==> run_1/cell_density.png <==
Scale: 4 px per um. The die is cut into 7 by 7 equal tiles; dark blue is low, red is high, 0 to 100% covered.
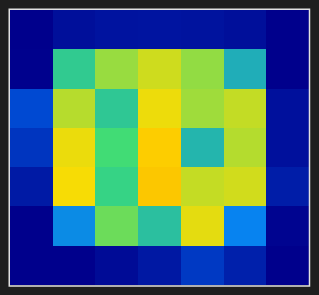
==> run_1/io_fan.png <==
Scale: 4 px per um.
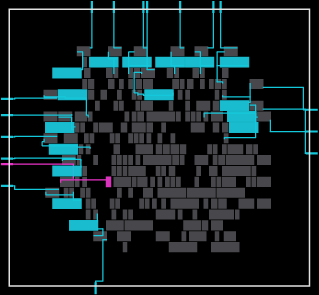
==> run_1/placement.png <==
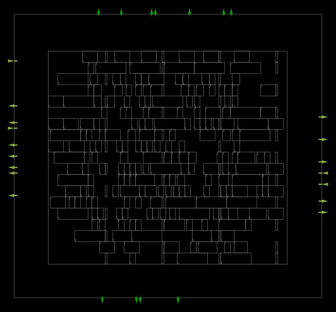
## config.mk

```make
export PLATFORM = sky130hd
export DESIGN_NAME = p1_sweep_ctrl
export DESIGN_NICKNAME = d
export VERILOG_FILES = /design/src/rtl/p1_pkg.sv /design/src/rtl/p1_hold_timer.sv /design/src/rtl/p1_sweep_ctrl.sv
export SDC_FILE = /design/constraint.sdc
export NUM_CORES = 1
export LEC_CHECK = 0
export ABC_AREA = 1
export CORE_ASPECT_RATIO = 0.9
export CORE_MARGIN = 8
export CORE_UTILIZATION = 45
export DETAILED_ROUTE_END_ITERATION = 8
export HOLD_SLACK_MARGIN = 0.15
export MAX_ROUTING_LAYER = met4
export PLACE_DENSITY = 0.71
export SETUP_SLACK_MARGIN = 0.4
export SLEW_MARGIN = 20
export SYNTH_ARGS = -nofsm -noshare
export SYNTH_HDL_FRONTEND = slang
export SYNTH_SLANG_ARGS = --single-unit
```

## constraint.sdc

```tcl
create_clock -name clk -period 3 [get_ports clk]
set_input_delay 0.6 -clock clk [delete_from_list [all_inputs] [get_ports clk]]
set_output_delay 0.6 -clock clk [all_outputs]
set_load 0.005 [all_outputs]
```

## src/rtl/p1_pkg.sv

```systemverilog
// Shared types and constants for the p1 truth-table sweep logic.
// Latency: n/a (types and constants only).
// Backpressure: n/a.
package p1_pkg;

    localparam int P1_NUM_VECTORS = 16;
    localparam int P1_IDX_W       = 4;

    // Index of the final vector; reaching it is the only way out of a sweep.
    localparam logic [P1_IDX_W-1:0] P1_LAST_IDX = P1_IDX_W'(P1_NUM_VECTORS - 1);

    typedef enum logic [1:0] {
        IDLE  = 2'd0,
        DRIVE = 2'd1,
        FIN   = 2'd2
    } p1_state_t;

endpackage

```

## src/rtl/p1_hold_timer.sv

```systemverilog
// Hold counter: counts cycles while en is high, flags the last cycle of each hold window.
// Latency: last is combinational from the count; count restarts the cycle after last.
// Backpressure: none; dropping en clears the count so the next window starts fresh.
module p1_hold_timer #(
    parameter int HOLD_CYCLES = 10
) (
    input  logic clk,
    input  logic rst,
    input  logic en,
    output logic last
);

    localparam int CNT_W = (HOLD_CYCLES > 1) ? $clog2(HOLD_CYCLES + 1) : 1;
    localparam logic [CNT_W-1:0] LAST_VAL = CNT_W'(HOLD_CYCLES - 1);

    logic [CNT_W-1:0] cnt_q;
    logic [CNT_W-1:0] cnt_d;

    // Next count: wrap at the end of each window, hold at zero while disabled.
    always_comb begin
        last  = en && (cnt_q == LAST_VAL);
        cnt_d = cnt_q;
        if (!en || last) begin
            cnt_d = '0;
        end else begin
            cnt_d = cnt_q + 1'b1;
        end
    end

    // Count register with synchronous reset.
    always_ff @(posedge clk) begin
        if (rst) begin
            cnt_q <= '0;
        end else begin
            cnt_q <= cnt_d;
        end
    end

endmodule

```

## src/rtl/p1_sweep_ctrl.sv

```systemverilog
// Sweeps {a,b,c,d} through all 16 vectors, holding each HOLD_CYCLES and sampling q into table_out.
// Latency: done pulses 1+16*HOLD_CYCLES cycles after start is sampled; table_out/mismatch final with done.
// Backpressure: none; start is only honoured in IDLE. Build option P1_SWEEP_CHECK_EN enables mismatch.
module p1_sweep_ctrl #(
    parameter int          HOLD_CYCLES = 10,
    parameter logic [15:0] EXPECTED    = 16'h0000
) (
    input  logic        clk,
    input  logic        rst,
    input  logic        start,
    output logic        a,
    output logic        b,
    output logic        c,
    output logic        d,
    input  logic        q,
    output logic        busy,
    output logic        done,
    output logic [15:0] table_out,
    output logic        mismatch
);

    import p1_pkg::*;

    p1_state_t                state_q, state_d;
    logic [P1_IDX_W-1:0]      idx_q, idx_d;
    logic [P1_NUM_VECTORS-1:0] table_q, table_d;
    logic                     hold_last;
    logic                     start_acc;
    logic                     sweep_end;

    p1_hold_timer #(
        .HOLD_CYCLES (HOLD_CYCLES)
    ) u_hold_timer (
        .clk  (clk),
        .rst  (rst),
        .en   (state_q == DRIVE),
        .last (hold_last)
    );

    assign start_acc = (state_q == IDLE) && start;
    assign sweep_end = (state_q == DRIVE) && hold_last && (idx_q == P1_LAST_IDX);

    // State, vector index and captured table registers.
    always_ff @(posedge clk) begin
        if (rst) begin
            state_q <= IDLE;
            idx_q   <= '0;
            table_q <= '0;
        end else begin
            state_q <= state_d;
            idx_q   <= idx_d;
            table_q <= table_d;
        end
    end

    // Next-state: one pass over all vectors, one FIN cycle, back to IDLE.
    always_comb begin
        state_d = state_q;
        case (state_q)
            IDLE:    if (start)     state_d = DRIVE;
            DRIVE:   if (sweep_end) state_d = FIN;
            FIN:                    state_d = IDLE;
            default:                state_d = IDLE;
        endcase
    end

    // Index advance and q capture on the last cycle of each hold window.
    always_comb begin
        idx_d   = idx_q;
        table_d = table_q;
        if (start_acc) begin
            idx_d   = '0;
            table_d = '0;
        end else if ((state_q == DRIVE) && hold_last) begin
            table_d[idx_q] = q;
            if (idx_q != P1_LAST_IDX) begin
                idx_d = idx_q + 1'b1;
            end
        end else if (state_q == FIN) begin
            idx_d = '0;
        end
    end

    // Outputs decoded from state; the vector is only driven while sweeping.
    always_comb begin
        busy         = (state_q == DRIVE);
        done         = (state_q == FIN);
        {a, b, c, d} = (state_q == DRIVE) ? idx_q : '0;
    end

    assign table_out = table_q;

`ifdef P1_SWEEP_CHECK_EN
    logic mismatch_q, mismatch_d;

    // Compare against the table as it will look in FIN, so the flag lands with done.
    always_comb begin
        mismatch_d = mismatch_q;
        if (start_acc) begin
            mismatch_d = 1'b0;
        end else if (sweep_end) begin
            mismatch_d = (table_d != EXPECTED);
        end
    end

    // Mismatch flag register, held through IDLE.
    always_ff @(posedge clk) begin
        if (rst) begin
            mismatch_q <= 1'b0;
        end else begin
            mismatch_q <= mismatch_d;
        end
    end

    assign mismatch = mismatch_q;
`else
    localparam logic [15:0] unused_expected = EXPECTED;
    assign mismatch = 1'b0;
`endif

endmodule

```

==> summary.txt, run 1 <==
Flow results follow.

The Yosys step of the flow raised 0 warnings. Looking at the cell usage after synthesis, the top flip-flop cell is sky130_fd_sc_hd__dfxtp_1. The number of different library cells used by synthesis comes to 23.

The number of standard cells after synthesis is 196. The flow ran to the end, and the final reports show no timing, DRC or antenna violations. At the end of the flow, the number of nets in the layout was 230.

The power report attributes to the sequential group a share of 0.627. The global routing report lists met3 layer usage as 0.0275. The number of vias per cell is 4.59. At the worst endpoint, the required time is 2.40 ns. The clock root buffer is sky130_fd_sc_hd__clkbuf_4. The skew report gives the latency at the later pin of the worst-skew pair as 0.32 ns. The end point of the critical path is b. The pin slew with the least headroom to its limit is 0.513 ns.

Entering global routing, the biggest net connects 29 pins. The post-DP HPWL is 2150 um. The uppermost signal routing layer after detailed routing is met4. The count of library flops with an enable pin is 0. The share of synthesized cell area in full adder, half adder and majority cells is 0.0539.

The cell area after synthesis is 0.00139 mm^2. The endpoint kind of the worst setup timing path is a primary output. The worst hold path passes through 2 cells.

Per the gpl log, the routability congestion estimate is 0.821. The synthesis run identifies the leading combinational cell family as simple AND/OR/NAND/NOR gates. The pre-CTS setup slack is 1.07 ns. The most frequent standard cell in the layout excluding fill and tap cells is sky130_fd_sc_hd__nand2_1. The area share of the leading cell type in the synthesized netlist is 0.373. The share of total power dissipated in combinational logic is 0.062. Multi-input combinational cells in the finished layout were counted as 145. For this block, the initial DRC count from the detailed router was 63. The total global routing track utilization is 0.125.

The initial antenna violation count is 0. In the layout the commonest cells are sky130_fd_sc_hd__nand2_1 (54), sky130_fd_sc_hd__nor2_1 (37), sky130_fd_sc_hd__dfxtp_1 (26). According to the floorplan report, the die width is 74.7 um. The post-layout total power is 0.000557 W. The logic share of the area is 0.444. From synthesis to final layout, the design area changed by 20.1%. The ratio of total power to cell area is 333 mW/mm^2.

Per the post-synthesis report, the nets total 206. The multiplexer share of the synthesized area is 0. The synthesized netlist has a Yosys-reported chip area of 0.00139 mm^2.

The placement report lists the number of port buffers as 25.
Notes on cell_density.png above:
fullest tile = 77%
densest ninth of the die = center
emptiest ninth of the die = south-west
share of the core filled by cells before placement: 0.465
final standard cell utilization of the core: 0.559
core area: 0.00300 mm^2

Notes on io_fan.png above:
c -> magenta  # direction output, edge west, end cells 1, buffers 1, wire 31.2 um
table_out -> cyan  # direction output, edge 7 north, 5 west, 3 east, 1 south, end cells 16, buffers 16, wire 404 um

Notes on placement.png above:
final sequential cell count: 26
final cell count without fillers: 261
fill cell count: 325
number of placement rows: 19

[run 1: per-stage QoR]
| stage | util | cell area (um^2) | hold WS (ns) |
|---|---|---|---|
| finish | 0.559 | 1670 | 0.470 |
| global route | 0.559 | 1670 | 0.490 |
| CTS | 0.559 | 1670 | 0.474 |
| detailed placement | 0.547 | 1640 | 0.455 |
| global placement | 0.547 | 1640 | 0.449 |
| floorplan | - | 1390 | 0.434 |
[run 1: sequential cells by signal (all words and copies together) (netlist names)]
register            count
idx_q                   4
u_hold_timer.cnt_q      4
state_q                 2
table_out              16
[run 1: worst max-delay path, cell delays in order (launching register included)]
cell                              delay, ns
sky130_fd_sc_hd__dfxtp_1               0.52
sky130_fd_sc_hd__inv_1                 0.14
sky130_fd_sc_hd__nor2_1                0.13
sky130_fd_sc_hd__clkdlybuf4s50_1       0.52
==> run 2, diff against run 1 <==
clock period = 2.3 ns   (was 3 ns; I/O delays follow)
==> run_2/layer_met1.png <==
Scale: 6 px per um. Supply wires on this layer in gray. Cells faint in the background.
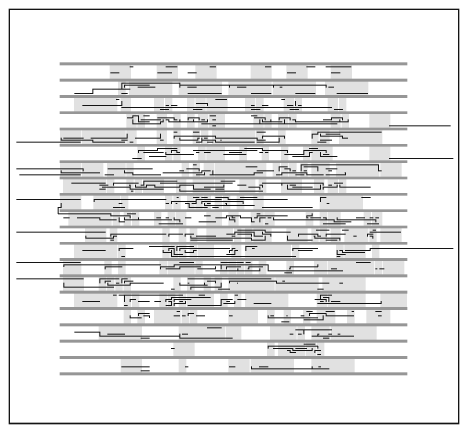
nets with wire on the layer = 209
longest straight run = 35.0 um
wire length on this layer = 1430 um

==> run_2/io_fan.png <==
Scale: 4 px per um.
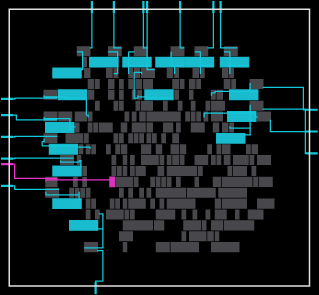
c -> magenta  # direction output, edge west, end cells 1, buffers 1, wire 31.3 um
table_out -> cyan  # direction output, edge 7 north, 5 west, 3 east, 1 south, end cells 16, buffers 16, wire 405 um
port buffer count: 25
io pins: 27

==> run 2 against run 1 <==
Non-clock buffer count rose by 2; via count is 2.2% higher; cell area is 1.7% higher; count of clock-buffer cells in the layout is the same; critical path type unchanged; critical endpoint is now a; largest cell class unchanged; highest routed layer unchanged.
==> summary.txt, run 2 <==
Flow results follow.

The x dimension of the die was 74.7 um (unchanged). The row count is 19 (unchanged). The number of standard cells after synthesis was 196 (unchanged). The core utilization of the finished layout was 0.569 (+0.00961). The cell area after synthesis is 0.00139 mm^2 (unchanged). The initial antenna violation count is 0 (unchanged). The area share of the leading cell type in the synthesized netlist was 0.373 (unchanged). The synthesized netlist net count is 206 (unchanged). The number of vias per cell was 4.65 (+1.4%). The area after detailed placement is 0.00164 mm^2 (unchanged). The insertion delay of the later-clocked pin in the worst-skew pair was 0.33 ns (about the same). The largest net degree at the start of global routing is 29 (unchanged).

The run finished with clean final reports. The accumulated negative setup slack is 0 ns. The kind of cell with the highest combined delay along the critical path is buffers and inverters. The total global routing track utilization is 0.128 (+0.00289).

The multiplexer share of the synthesized area came to 0 (unchanged). The yosys synthesis chip area is 0.00139 mm^2 (unchanged). The ratio of total power to cell area came to 429 mW/mm^2 (+29%). The layout net count is 232 (+0.87%).

The met3 track utilization from global routing is 0.0260 (-0.00145). Compared with the post-synthesis result, the final layout area differs by 22.2%. The number of flip-flops in the largest register was 16 (unchanged). The routability congestion estimate is 0.821 (about the same). The part of the power in combinational logic is 0.061 (about the same). The post-layout total power is 0.000731 W (+31%).

Among the non-sequential cells, simple AND/OR/NAND/NOR gates take the most area. The count of library flops with an enable pin came to 0 (unchanged). The uppermost signal routing layer after detailed routing is met4.

Counting only logic cells after layout, the most numerous master is sky130_fd_sc_hd__nand2_1. The number of distinct library cell variants in the gate-level netlist after synthesis is 23 (unchanged). The delay of the slowest cell on the worst path is 0.51 ns (about the same). The post-DP HPWL came to 2160 um (+0.25%). The filler-free cell count of the finished design is 263 (+0.77%).

The share of synthesized cell area in full adder, half adder and majority cells was 0.0539 (unchanged). The share of the core filled by cells before placement is 0.465 (unchanged). The most frequently used flop master after synthesis is sky130_fd_sc_hd__dfxtp_1. The pin slew with the least headroom to its limit was 0.510 ns (-0.00289 ns). The clock root buffer is sky130_fd_sc_hd__clkbuf_4. The smallest hold slack is 0.470 ns (+0.000290 ns). Per STA, the worst path is made up of inv_2 -> nand2_4 -> nor2_1 -> clkdlybuf4s50_1. The number of inserted filler cells in the final layout is 314 (-3.4%). The number of DRC violations after detailed-routing iteration 0 is 79 (+25%). The worst setup path is captured at a primary output.
[run 2: cell counts after synthesis]
Identical to the previous run, type by type.
[run 2: what timing repair did]
action,CTS,global route
hold buffers,0,0
setup endpoints to repair,6,5
cloned,0,0
buffers inserted,0,2
resized,9,3
[run 2: path summary, 6_finish.rpt]
kind / slack (ns) / depth (start not counted) / from / end
max reg2reg: 0.83 / 6 / u_hold_timer.cnt_q[0] / table_out[15]
min reg2reg: 0.47 / 2 / table_out[14] / table_out[14]
min: 0.47 / 2 / table_out[14] / table_out[14]
max: 0.34 / 4 / state_q[1] / a
[run 2: layout make-up]
type,count,share of cell area
sequential,26,0.312
tap,42,0.0309
inverter,19,0.0419
multi-input combinational,145,0.436
timing repair buffer,27,0.158
clock buffer,4,0.0213
Power and IR drop assume default switching activity.
